run_1/layer_met1.png
Bar = 20 um. Supply wires on this layer in grey.
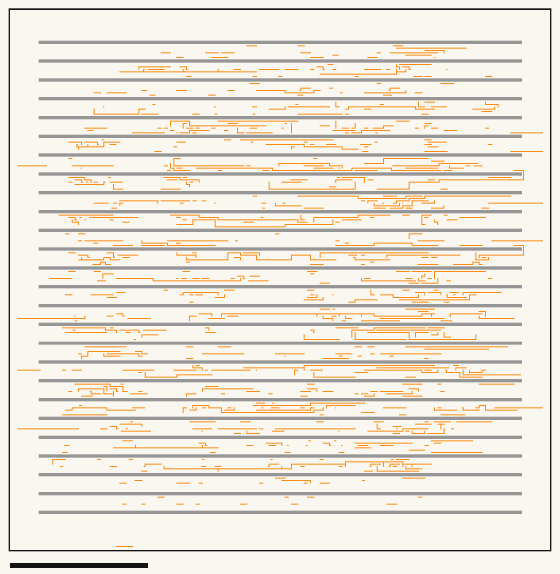
run_1/layer_met2.png
Bar = 20 um.
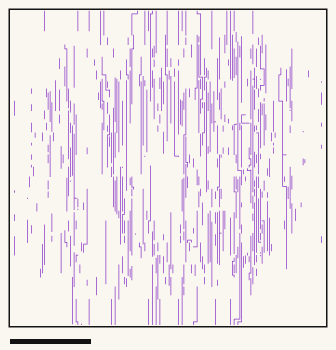
run_1/layer_met3.png
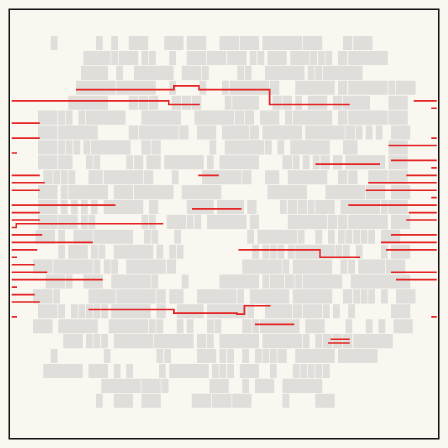
===== src/rtl/sprite_mixer.sv =====
// sprite_mixer: resolves sprite-layer priority over a background colour and drives RGB444 plus syncs.
// Define SPRITE_MIXER_COLLISION_EN to build the per-frame layer-overlap (collision) accumulator.
module sprite_mixer #(
  parameter int                   LAYERS    = 4,
  parameter int                   COLR_BITS = 12,
  parameter logic [COLR_BITS-1:0] BG_COLR   = 12'h000
) (
  input  logic                        clk_pix,
  input  logic                        rst,
  input  logic                        frame,
  input  logic                        de,
  input  logic                        hsync,
  input  logic                        vsync,
  input  logic [LAYERS*COLR_BITS-1:0] layer_pix,
  input  logic [LAYERS-1:0]           layer_drawing,
  output logic [3:0]                  vga_r,
  output logic [3:0]                  vga_g,
  output logic [3:0]                  vga_b,
  output logic                        vga_hs,
  output logic                        vga_vs,
  output logic                        vga_de,
  output logic [LAYERS-1:0]           coll_mask,
  output logic                        coll_stb
);

  logic [LAYERS*COLR_BITS-1:0] pix_q_r;
  logic [LAYERS-1:0]           drawing_q_r;
  logic                        de_q_r;
  logic                        hs_q_r;
  logic                        vs_q_r;
  logic                        frame_q_r;

  logic [COLR_BITS-1:0]        colour_s;
  logic [COLR_BITS-1:0]        mixed_s;
  logic [COLR_BITS-1:0]        colour_r;
  logic                        hs_r;
  logic                        vs_r;
  logic                        de_r;

  // Stage 1: capture all layer data and timing strobes together.
  always_ff @(posedge clk_pix) begin
    if (!rst) begin
      pix_q_r     <= {(LAYERS*COLR_BITS){1'b0}};
      drawing_q_r <= {LAYERS{1'b0}};
      de_q_r      <= 1'b0;
      hs_q_r      <= 1'b0;
      vs_q_r      <= 1'b0;
      frame_q_r   <= 1'b0;
    end else begin
      pix_q_r     <= layer_pix;
      drawing_q_r <= layer_drawing;
      de_q_r      <= de;
      hs_q_r      <= hsync;
      vs_q_r      <= vsync;
      frame_q_r   <= frame;
    end
  end

  // Priority resolve: scanning downwards leaves the lowest drawing index in colour_s.
  always_comb begin
    colour_s = BG_COLR;
    for (int i = LAYERS - 1; i >= 0; i--) begin
      colour_s = drawing_q_r[i] ? pix_q_r[i*COLR_BITS +: COLR_BITS] : colour_s;
    end
    mixed_s = de_q_r ? colour_s : {COLR_BITS{1'b0}};
  end

  // Stage 2: output registers keep colour, de and syncs on the same delay.
  always_ff @(posedge clk_pix) begin
    if (!rst) begin
      colour_r <= {COLR_BITS{1'b0}};
      hs_r     <= 1'b0;
      vs_r     <= 1'b0;
      de_r     <= 1'b0;
    end else begin
      colour_r <= mixed_s;
      hs_r     <= hs_q_r;
      vs_r     <= vs_q_r;
      de_r     <= de_q_r;
    end
  end

  assign vga_r  = colour_r[11:8];
  assign vga_g  = colour_r[7:4];
  assign vga_b  = colour_r[3:0];
  assign vga_hs = hs_r;
  assign vga_vs = vs_r;
  assign vga_de = de_r;

`ifdef SPRITE_MIXER_COLLISION_EN
  typedef enum logic {
    WAIT_FRAME = 1'b0,
    RUN        = 1'b1
  } state_t;

  state_t            state_r;
  state_t            state_nxt_s;
  logic              publish_s;
  logic [LAYERS-1:0] contrib_s;
  logic [LAYERS-1:0] acc_nxt_s;
  logic [LAYERS-1:0] acc_r;
  logic [LAYERS-1:0] coll_mask_r;
  logic              coll_stb_r;

  function automatic logic [4:0] popcount(input logic [LAYERS-1:0] v);
    logic [4:0] c;
    c = 5'd0;
    for (int i = 0; i < LAYERS; i++) begin
      c = c + {4'd0, v[i]};
    end
    return c;
  endfunction

  // Overlap contribution of the current stage-1 pixel; blanked pixels never count.
  always_comb begin
    contrib_s = ((popcount(drawing_q_r) >= 5'd2) && de_q_r) ? drawing_q_r : {LAYERS{1'b0}};
  end

  // FSM state register.
  always_ff @(posedge clk_pix) begin
    if (!rst) begin
      state_r <= WAIT_FRAME;
    end else begin
      state_r <= state_nxt_s;
    end
  end

  // FSM next state: leave WAIT_FRAME on the first frame start.
  always_comb begin
    state_nxt_s = state_r;
    case (state_r)
      WAIT_FRAME: state_nxt_s = frame_q_r ? RUN : WAIT_FRAME;
      RUN:        state_nxt_s = RUN;
      default:    state_nxt_s = WAIT_FRAME;
    endcase
  end

  // FSM outputs: the frame-start pixel always seeds the new frame's accumulator.
  always_comb begin
    publish_s = 1'b0;
    acc_nxt_s = {LAYERS{1'b0}};
    case (state_r)
      WAIT_FRAME: begin
        publish_s = 1'b0;
        acc_nxt_s = frame_q_r ? contrib_s : {LAYERS{1'b0}};
      end
      RUN: begin
        publish_s = frame_q_r;
        acc_nxt_s = frame_q_r ? contrib_s : (acc_r | contrib_s);
      end
      default: begin
        publish_s = 1'b0;
        acc_nxt_s = {LAYERS{1'b0}};
      end
    endcase
  end

  // Accumulator and published collision mask.
  always_ff @(posedge clk_pix) begin
    if (!rst) begin
      acc_r       <= {LAYERS{1'b0}};
      coll_mask_r <= {LAYERS{1'b0}};
      coll_stb_r  <= 1'b0;
    end else begin
      acc_r      <= acc_nxt_s;
      coll_stb_r <= publish_s;
      if (publish_s) begin
        coll_mask_r <= acc_r;
      end
    end
  end

  assign coll_mask = coll_mask_r;
  assign coll_stb  = coll_stb_r;
`else
  logic unused_frame_s;
  assign unused_frame_s = frame_q_r;
  assign coll_mask      = {LAYERS{1'b0}};
  assign coll_stb       = 1'b0;
`endif

endmodule


===== config.mk =====
export PLATFORM = sky130hd
export DESIGN_NAME = sprite_mixer
export DESIGN_NICKNAME = d
export VERILOG_FILES = /design/src/rtl/sprite_mixer.sv
export SDC_FILE = /design/constraint.sdc
export NUM_CORES = 1
export LEC_CHECK = 0
export ABC_AREA = 1
export CAP_MARGIN = 20
export CORE_MARGIN = 4
export CORE_UTILIZATION = 48
export CTS_BUF_LIST = sky130_fd_sc_hd__clkbuf_4 sky130_fd_sc_hd__clkbuf_8 sky130_fd_sc_hd__clkbuf_16
export CTS_CLUSTER_DIAMETER = 200
export CTS_CLUSTER_SIZE = 16
export DETAILED_ROUTE_END_ITERATION = 10
export PLACE_DENSITY = 0.83
export SETUP_SLACK_MARGIN = 0.02
export SLEW_MARGIN = 20
export SYNTH_ARGS = -nofsm -noshare
export SYNTH_HDL_FRONTEND = slang
export SYNTH_SLANG_ARGS = --single-unit

===== constraint.sdc =====
create_clock -name clk_pix -period 1.6 [get_ports clk_pix]
set_input_delay 0.32 -clock clk_pix [delete_from_list [all_inputs] [get_ports clk_pix]]
set_output_delay 0.32 -clock clk_pix [all_outputs]
set_load 0.005 [all_outputs]

==> flow_summary.json, run 1 <==
{
  "cp-startpoint": "colour_r[10]",
  "ys_seq_share_pct": 59.4,
  "gp_congestion": 0.781,
  "cp_max_fo": 1,
  "ys_warn_count": 0,
  "cp_slowest_cell": "clkdlybuf4s50_1",
  "ys_area_sq_mm": 0.00236,
  "htree_levels": 3,
  "power.density_mw_per_mm2": 1110,
  "largest_reg_flops": 48,
  "reg_top3": "pix_q_r x48, colour_r x12, drawing_q_r x4",
  "power_mw": 3.61,
  "holdPathStages": 3,
  "clk_path_buf_depth": 2,
  "drc": 0,
  "wl_met1_um": 1860,
  "crit_path_end": "vga_r[2]",
  "status": "complete, no violations",
  "std_cell_rows": 25,
  "cts_setup_buffers": 0,
  "syn_inst": 293,
  "path_buffers": 1,
  "grt_pass1_wl_um": 7830,
  "postCtsHoldBufs": 0,
  "wl_um": 4810,
  "via_per_inst": 4.32,
  "slew_viol_final": 0,
  "clock_sinks": 70,
  "tritoncts": "done",
  "die_h_um": 78.1,
  "fp.dieW_um": 78.1,
  "reg2reg_to": "colour_r[5]",
  "core_sq_mm": 0.00475,
  "syn_to_final_growth_pct": 38.6,
  "cts_root_buffer": "clkbuf_8",
  "nNetsFinal": 422,
  "cts_made_buffers": 9,
  "final-setup-viol-count": 0,
  "routedWlPerCell_um": 11.0,
  "place_inst": 420,
  "reg2reg_depth": 5,
  "grtUsageTotal_pct": 17.0,
  "ant_nets": 0,
  "warnings": 27,
  "floorplan.core_util_pct": 49.6,
  "grt_overflow_total": 0,
  "chip_area_sq_mm": 0.00610,
  "wl_met3_um": 449,
  "ys.flops": 70,
  "clock_skew_ns": 0.00531,
  "route.met2.wl_um": 2470,
  "antenna_found_initial": 0,
  "regMostFlops": "pix_q_r",
  "r2r-start": "drawing_q_r[2]",
  "worst_setup_path_start_kind": "register",
  "critical_path.top_delay_family": "buffers and inverters",
  "critPathMaxStageDelay_ns": 0.50,
  "peakVddDrop_mv": 0.782,
  "holdPathEnd": "vga_de",
  "cp_cell_sequence": "clkdlybuf4s50_1"
}
## Picture notes: layer_met1.png
longest straight run: 22.1 um
nets with wire on the layer: 374
wire length on this layer: 1860 um
main direction: horizontal

## Picture notes: layer_met2.png
main direction: vertical
longest straight run: 31.8 um
wire length on this layer: 2470 um
nets with wire on the layer: 323

## Picture notes: layer_met3.png
wire length on this layer: 450 um
share of all routed wire: 9.4%
nets with wire on the layer: 45
main direction: horizontal

run 1: per-stage QoR:
stage / hold slack [ns] / instance area (sq um) / setup slack, ns
4_1_cts: 0.318 / 3270 / 0.0843
3_3_place_gp: 0.393 / 3060 / 0.388
2_1_floorplan: 0.390 / 2370 / 0.742
5_1_grt: 0.348 / 3270 / 0.0462
6_report: 0.338 / 3270 / 0.0934
3_5_place_dp: 0.414 / 3060 / 0.351
run 1: cells in the final DEF, fill, tap and decap left out, types with 2 or more instances in the layout:
cell type        count
a21oi_1             24
buf_4                4
clkbuf_4             2
clkbuf_8            11
clkdlybuf4s50_1     70
conb_1               5
dfxtp_1             70
inv_1               58
inv_2                3
nand2_1             94
nand3_1             12
o21ai_0              3
o21ai_1              9
run 1: logic make-up (layout without fill, tap and decap cells):
kind of cell	Yosys count	count (layout)	synth area share, %
and+or+nand+nor	106	106	17.5
buffers and inverters	80	152	15.3
DFF	70	70	59.4
AOI/OAI and AO/OA	36	36	7.64
other	1	5	0.159
run 1: area by class of cell:
cell class	instances	area, sq um
timing repair buffer	75	736
sequential	70	1400
fill	412	1480
tap	67	83.8
inverter	61	229
clock inverter	3	42.5
multi-input combinational	147	612
clock buffer	13	166
run 1: synthesized netlist by cell type, drive strengths merged:
cell type / n / area [sq um]
nand3: 12 / 60.1
a21oi: 24 / 120
dfxtp: 70 / 1400
o21ai: 12 / 60.1
nand2: 94 / 353
conb: 1 / 3.75
buf: 19 / 133
inv: 61 / 229
run 1: report_power, final:
group / switching, mW / internal [mW]
clock: 0.608 / 0.837
combinational: 0.125 / 0.183
sequential: 0.0339 / 1.83
total: 0.768 / 2.85
run 1: routing by layer:
layer,up-vias,global-route usage (%)
li1,986,-
met2,58,29.3
met4,0,4.20
met3,6,9.17
met5,-,0
met1,835,18.2
## Run 2: what changed since run 1
--- a/config.mk
+++ b/config.mk
@@ -6,6 +6,7 @@
 export NUM_CORES = 1
 export LEC_CHECK = 0
 export ABC_AREA = 1
+export ABC_CLOCK_PERIOD_IN_PS = 1600
 export CAP_MARGIN = 20
 export CORE_MARGIN = 4
 export CORE_UTILIZATION = 48
@@ -13,6 +14,7 @@
 export CTS_CLUSTER_DIAMETER = 200
 export CTS_CLUSTER_SIZE = 16
 export DETAILED_ROUTE_END_ITERATION = 10
+export GPL_TIMING_DRIVEN = 0
 export PLACE_DENSITY = 0.83
 export SETUP_SLACK_MARGIN = 0.02
 export SLEW_MARGIN = 20
==> run 2 against run 1 <==
  * Sequential power is essentially flat
  * Cell area rose by 2.6%
  * Power down 3.8%
  * Cell count increased by 3.4%
  * Clock skew rose by 0.0030 ns
  * Largest cell class unchanged
  * Largest power group unchanged
  * Highest routed layer unchanged
==> flow_summary.json, run 2 <==
{
  "cp_slowest_cell": "clkdlybuf4s50_1",
  "grt_pass1_vias": 1928,
  "layout_top_cells": "nand2_1, clkdlybuf4s50_1, dfxtp_1, inv_1, a21oi_1",
  "layout.area.seq_sq_mm": 0.00140,
  "holdPathEnd": "vga_hs",
  "routedWlPerCell_um": 11.4,
  "regMostFlops": "pix_q_r",
  "layout_top_cell": "nand2_1",
  "status": "complete, no violations",
  "layout.area.comb_sq_um": 612,
  "power_mw": 3.48,
  "maxCapViolCount": 0,
  "holdPathStages": 2,
  "largest_reg_flops": 48,
  "floorplan.core_util_pct": 49.6,
  "postCtsHoldBufs": 0,
  "clock_sinks": 70,
  "critPathMaxStageDelay_ns": 0.51,
  "ys_warn_count": 0,
  "reg_top3": "pix_q_r x48, colour_r x12, drawing_q_r x4",
  "finalSetupTns_ns": 0,
  "cts_setup_buffers": 0,
  "reg2reg_depth": 3,
  "area_leaders": "dfxtp_1, nand2_1, inv_1, a21oi_1, buf_4",
  "syn_inst": 293,
  "ys.flops": 70,
  "power.density_mw_per_mm2": 1040,
  "cp.arrival_ns": 1.16,
  "grtUsageTotal_pct": 18.2,
  "yosysTopAreaCell": "dfxtp_1",
  "synthTopCellsByCount": "nand2_1, dfxtp_1, inv_1, a21oi_1, nand3_1",
  "top_cell": "nand2_1",
  "tritoncts": "done",
  "die_h_um": 78.1,
  "critical_path.top_delay_family": "buffers and inverters",
  "slew_viol_final": 0,
  "synth_top_area_share_pct": 59.4,
  "gp_congestion": 0.795,
  "fill_cells": 382,
  "cp_max_fo": 1,
  "ys_seq_share_pct": 59.4,
  "core_sq_mm": 0.00475,
  "clock_skew_ns": 0.00833,
  "synth-edff-count": 0,
  "cts_made_buffers": 9,
  "antenna_found_initial": 0,
  "ant_nets": 0,
  "final-setup-viol-count": 0,
  "fp.dieW_um": 78.1,
  "nNetsFinal": 437,
  "via_per_inst": 4.29,
  "async_flop_share_pct": 0,
  "chip_area_sq_mm": 0.00610,
  "peakVddDrop_mv": 0.703,
  "drc": 0,
  "ys_area_sq_mm": 0.00236,
  "htree_levels": 3,
  "post-place-ws_ns": 0.157,
  "r2r-start": "drawing_q_r[1]",
  "fin_ws_ns": 0.117
}
-- run 2: cell counts after synthesis --
Identical to the previous run, type by type.
-- run 2: logic make-up after synthesis --
group,count (synthesis),synth area share (%)
AND-OR/OR-AND,36,7.64
flip-flops,70,59.4
AND/OR/NAND/NOR,106,17.5
buffers and inverters,80,15.3
other,1,0.159
-- run 2: layout make-up --
cell class / instances / share of cell area, %
Clock buffer: 11 / 4.51
Clock inverter: 5 / 1.01
Buffer: 19 / 3.95
Tap cell: 67 / 2.50
Inverter: 61 / 6.83
Timing Repair Buffer: 71 / 21.2
Multi-Input combinational cell: 147 / 18.2
Sequential cell: 70 / 41.8
-- run 2: worst max-delay path by stage --
stage | start | endpoint | slack, ns | depth (start not counted)
3_3_place_gp | rst | pix_q_r[13] | 0.17 | 5
3_5_place_dp | rst | pix_q_r[15] | 0.16 | 5
2_1_floorplan | drawing_q_r[2] | colour_r[1] | 0.74 | 6
6_report | colour_r[9] | vga_r[1] | 0.12 | 1
4_1_cts | colour_r[9] | vga_r[1] | 0.10 | 1
5_1_grt | colour_r[10] | vga_r[2] | 0.07 | 1
-- run 2: layer usage --
metal	wire, um	up-vias	track usage (%)
met5	0	-	0
met1	2130	840	20.9
met2	2620	66	31.5
li1	-	1021	-
met4	70	0	8.57
met3	327	8	4.47
-- run 2: through the flow --
stage	instances	hold WS [ns]	utilization [%]	instance area [sq um]
after CTS	451	0.427	70.6	3350
after floorplan	297	0.390	-	2370
after global placement	435	0.395	66.7	3170
after global routing	451	0.447	70.6	3350
final	451	0.424	70.6	3350
after detailed placement	435	0.411	66.7	3170
-- run 2: where the power goes --
part / internal [mW] / switching [mW]
clock network: 0.644 / 0.636
logic: 0.204 / 0.143
registers: 1.83 / 0.0254
total: 2.67 / 0.804
run_2/layer_met2.png
Bar = 20 um.
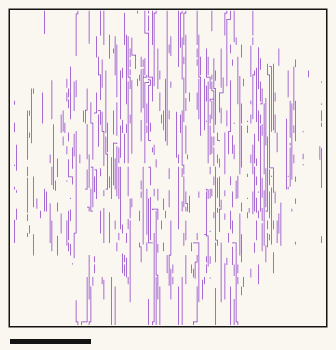
longest straight run: 33.1 um
main direction: vertical
via count: 1935
routed wire length: 5140 um

No activity file was given, so power comes from the tool's default toggle rates.
